### src/rtl/ntru_cnt_pkg.sv
// Shared definitions for the NTRU index counters/sequencers.
package ntru_cnt_pkg;

  // Sequencer state encoding
  typedef enum logic [1:0] {
    IDLE = 2'd0,
    RUN  = 2'd1,
    DONE = 2'd2
  } dec_seq_state_t;

  // Coefficient count and index width of the 701-coefficient loops
  localparam int unsigned N_COEF = 701;
  localparam int unsigned IDX_W  = 10;

endpackage

### src/rtl/dec_prefix_w.sv
// W-bit combinational decrementer: y = a - 1 (wraps 0 -> all ones).
// Bit i flips when every lower bit is zero; that "any lower bit set" term is
// an OR-prefix computed with a Sklansky tree, log2(W-1) levels deep.
module dec_prefix_w
  import ntru_cnt_pkg::*;
#(
  parameter int unsigned W = 8
) (
  input  logic [W-1:0] i_a,
  output logic [W-1:0] o_y
);

  if (W == 1) begin : g_w1
    // Single bit: decrement is a plain inversion
    assign o_y = ~i_a;
  end else begin : g_wn
    localparam int unsigned PW = W - 1;
    localparam int unsigned LV = $clog2(PW);

    logic [PW-1:0] w_p;

    // Sklansky OR-prefix over a[W-2:0]; the combine source at each level has
    // bit l clear, so it is never updated in that level and in-place is safe
    always_comb begin
      w_p = i_a[PW-1:0];
      for (int l = 0; l < int'(LV); l++) begin
        for (int i = 0; i < int'(PW); i++) begin
          if (((i >> l) & 1) == 1) begin
            w_p[i] = w_p[i] | w_p[((i >> l) << l) - 1];
          end
        end
      end
      o_y[0] = ~i_a[0];
      for (int i = 1; i < int'(W); i++) begin
        o_y[i] = i_a[i] ^ ~w_p[i-1];
      end
    end
  end

endmodule

### src/rtl/dec_seq_cnt.sv
// Loadable down-counter sequencer: emits len-1 .. 0 over valid/ready, then
// pulses done. Optional start-while-busy error pulse: define DEC_SEQ_ERR_EN.
module dec_seq_cnt
  import ntru_cnt_pkg::*;
#(
  parameter int unsigned W = 8
) (
  input  logic         clk,
  input  logic         rst,
  input  logic         start,
  input  logic [W-1:0] len,
  input  logic         abort,
  output logic [W-1:0] idx_o,
  output logic         idx_valid,
  input  logic         idx_ready,
  output logic         busy,
  output logic         done
`ifdef DEC_SEQ_ERR_EN
  ,
  output logic         err
`endif
);

  dec_seq_state_t r_state;
  logic [W-1:0]   r_idx;
  logic           r_valid;
  logic           r_busy;
  logic           r_done;
  logic [W-1:0]   w_dec_in;
  logic [W-1:0]   w_dec;

  // One decrementer shared by the len load path and the index step
  assign w_dec_in = (r_state == IDLE) ? len : r_idx;

  dec_prefix_w #(.W(W)) u_dec (
    .i_a (w_dec_in),
    .o_y (w_dec)
  );

  // Sequencer FSM with registered outputs
  always_ff @(posedge clk) begin
    if (rst) begin
      r_state <= IDLE;
      r_idx   <= '0;
      r_valid <= 1'b0;
      r_busy  <= 1'b0;
      r_done  <= 1'b0;
    end else begin
      r_done <= 1'b0;
      case (r_state)
        IDLE: begin
          if (start) begin
            r_busy <= 1'b1;
            if (len != '0) begin
              r_idx   <= w_dec;
              r_valid <= 1'b1;
              r_state <= RUN;
            end else begin
              r_done  <= 1'b1;
              r_state <= DONE;
            end
          end
        end
        RUN: begin
          if (abort) begin
            r_valid <= 1'b0;
            r_busy  <= 1'b0;
            r_state <= IDLE;
          end else if (idx_ready) begin
            if (r_idx != '0) begin
              r_idx <= w_dec;
            end else begin
              r_valid <= 1'b0;
              r_done  <= 1'b1;
              r_state <= DONE;
            end
          end
        end
        DONE: begin
          r_busy  <= 1'b0;
          r_state <= IDLE;
        end
        default: begin
          r_valid <= 1'b0;
          r_busy  <= 1'b0;
          r_state <= IDLE;
        end
      endcase
    end
  end

`ifdef DEC_SEQ_ERR_EN
  logic r_err;

  // Flag a start request that arrives while a run is in progress
  always_ff @(posedge clk) begin
    if (rst) begin
      r_err <= 1'b0;
    end else begin
      r_err <= start & r_busy;
    end
  end

  assign err = r_err;
`endif

  assign idx_o     = r_idx;
  assign idx_valid = r_valid;
  assign busy      = r_busy;
  assign done      = r_done;

endmodule

### config.mk
export PLATFORM = sky130hd
export DESIGN_NAME = dec_seq_cnt
export DESIGN_NICKNAME = d
export VERILOG_FILES = /design/src/rtl/ntru_cnt_pkg.sv /design/src/rtl/dec_prefix_w.sv /design/src/rtl/dec_seq_cnt.sv
export SDC_FILE = /design/constraint.sdc
export NUM_CORES = 1
export LEC_CHECK = 0
export CAP_MARGIN = 20
export CORE_ASPECT_RATIO = 0.75
export CORE_MARGIN = 10
export CORE_UTILIZATION = 46
export DETAILED_ROUTE_END_ITERATION = 16
export GPL_ROUTABILITY_DRIVEN = 0
export PLACE_DENSITY_LB_ADDON = 0.05
export SKIP_LAST_GASP = 1
export SLEW_MARGIN = 20
export SYNTH_ARGS = -nofsm -noshare
export SYNTH_HDL_FRONTEND = slang
export SYNTH_SLANG_ARGS = --single-unit
### constraint.sdc
create_clock -name clk -period 3.25 [get_ports clk]
set_input_delay 0.65 -clock clk [delete_from_list [all_inputs] [get_ports clk]]
set_output_delay 0.65 -clock clk [all_outputs]
set_load 0.01 [all_outputs]
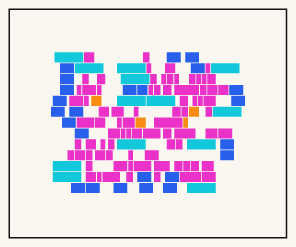
(images/placement_by_type.png)
Drawn at 4 px/um.
[remaining buffers and delay cells] blue | cells: 24
[clock drivers and dummy loads] orange | cells: 4
[combinational and other logic] magenta | cells: 80
[sequential cells] cyan | cells: 13

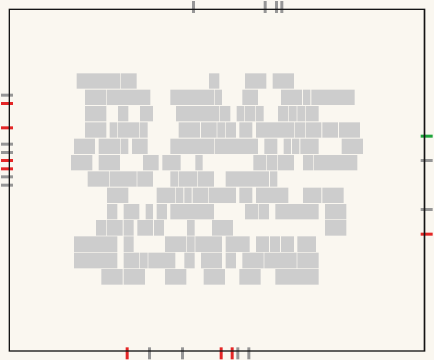
(images/io_placement.png)
Drawn at 6 px/um. Pins as bars across the die edge, other pins in gray.
[abort] green | pins: 1 | direction: input | edge: right
[idx_o] red | pins: 8 | direction: output | edge: 4 left, 3 bottom, 1 right

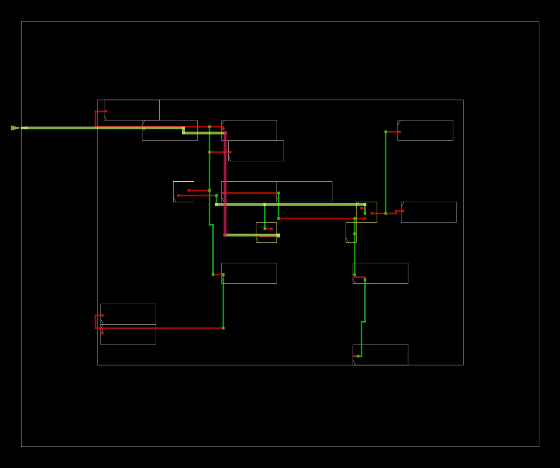
(images/clocks.png)
clkbuf count: 4
CTS sink cnt: 13
TritonCTS Buffers: 3
clk latency late pin: 0.28 ns
power in the clock group: 0.105 mW

==> changes_impl.md <==
### Metrics

* Yosys top cell by instances: dfxtp_1
* Final nets at between 100 and 150
* Worst Hold End: busy$_SDFFE_PP0P_
* Combinational logic power at about 0.23 mW
* Cells after Synth at 97
* Unrepaired setup endpoints after global routing: no
* CP arrival at 2.71 ns
* Final-layout fill cell count at roughly 170
* Maximum VDD drop at 0.280 mV
* Class of the worst hold path: reg2reg
* Critical-path top delay cell: o22ai_1
* Critical hold path startpoint: busy$_SDFFE_PP0P_
* Final Core Density at 63.9%
* Max Clk Rate at 395 MHz
* Chip area in the Yosys report at approximately 830 sq um
* Combinational power share at about 42%
* Synth Area in Adders at 4.54%
* Worst path max stage delay at 0.68 ns
* Crit Reg-Reg Endpoint: idx_o[5]$_SDFFE_PP0P_
* Startpoint Class: primary input
* Synth area leader: dfxtp_1
* P_leak at between 0.4 and 0.5 nW
* Top cells by area: dfxtp_1 (31%), mux2i_1 (7.3%), a21oi_1 (5.4%)
* Top Layer Used: met4
* Final Skew at 0.00224 ns
* Final wirelength at 2.26 mm
* Worst EP required at roughly 3.4 ns
* Main synth FF type: dfxtp_1
* Hold Fails Final Rpt at 0
* Avg Inst Size Synth at 8.53 sq um
* DP Area at 1080 sq um
* Min setup slack post-route at 0.718 ns
* Grt ovf at 0
* AO/OA Area Share at roughly a quarter
* Crit path launch: abort
* Yosys xor share at between 2 and 2.5%
* Place WS at ~0.45 ns
* And+or+nand+nor area frac at 27.4%
* Share of cells above drive strength 1 at 10.7%
* Core area at ~1700 sq um
* Vias per cell at 5.64
* Vias in the first global route at between 700 and 800
* Count of tool warnings at 26
* Area grow syn2layout at 33.3%
* Sequential cell power at 0.206 mW
* Met1 Wirelength at 1.09 mm
* Dominant kind of combinational cell: simple AND/OR/NAND/NOR gates
* Fin crit period at 2.53 ns
* Final ANT Viol Nets at 0
* Port buffer count at 23
* Commonest cells in the synthesized netlist: dfxtp_1 (13), nor2_1 (11), a21oi_1 (9), nand2_1 (7)
* Crit Path Class: in2reg
* Clock tree root driver cell: clkbuf_4
* Post-CTS Setup Inserts at 0
* Finish-stage setup viols at 0
* Hold WS at between 0.4 and 0.5 ns
* Flops after synth at 13
* Switching Power at 0.200 mW
* Sw frac at 37.0%
* Rel. slew slack at between 40% and 50%
* Status: complete, no violations
* Tcrit/Tclk final at about 80%
* CTS tree: built
* Initial antenna violation count at 0
* Routed vias at 807
* Pre-antenna DRT Iters at 4
* Grt met3 use at 6.53%
* Worst-margin pin slew at 0.876 ns
* Number of remaining DRC errors at 0
* Total Neg Setup Slack at 0 ns
* CTS resizes at 0
* Largest net degree at the start of global routing at 14
* Chip area at 3910 sq um
* Row cnt at 13
* M1 GR Usage at around 16%
* Die H at 56.7 um
* Antenna cells at 0
* First-pass GRT wire length at 3.67 mm
## worst max-delay path, delay by kind of cell
kind / cells / cell delay, ns
AND/OR/NAND/NOR: 2 / 0.48
buffers and inverters: 1 / 0.42
AND-OR/OR-AND: 3 / 1.15
## state kept, by name (all words and copies together), names as in the netlist
register	flops
busy	1
idx_o	8
r_state	2
done	1
idx_valid	1
## cell families after synthesis
logic type,count (synthesis)
adder cells (fa/ha/maj),3
AND-OR/OR-AND,27
flip-flops,13
multiplexers,6
AND/OR/NAND/NOR,40
buffers and inverters,6
XOR/XNOR,2
## final cells by class
class                      instances  area (sq um)  share of cell area (%)
timing repair buffer              24           238                    21.6
multi-input combinational         78           543                    49.3
inverter                           2          7.51                   0.681
clock buffer                       4          26.3                    2.38
tap                               22          27.5                    2.50
sequential                        13           260                    23.6
Power and IR drop assume default switching activity.
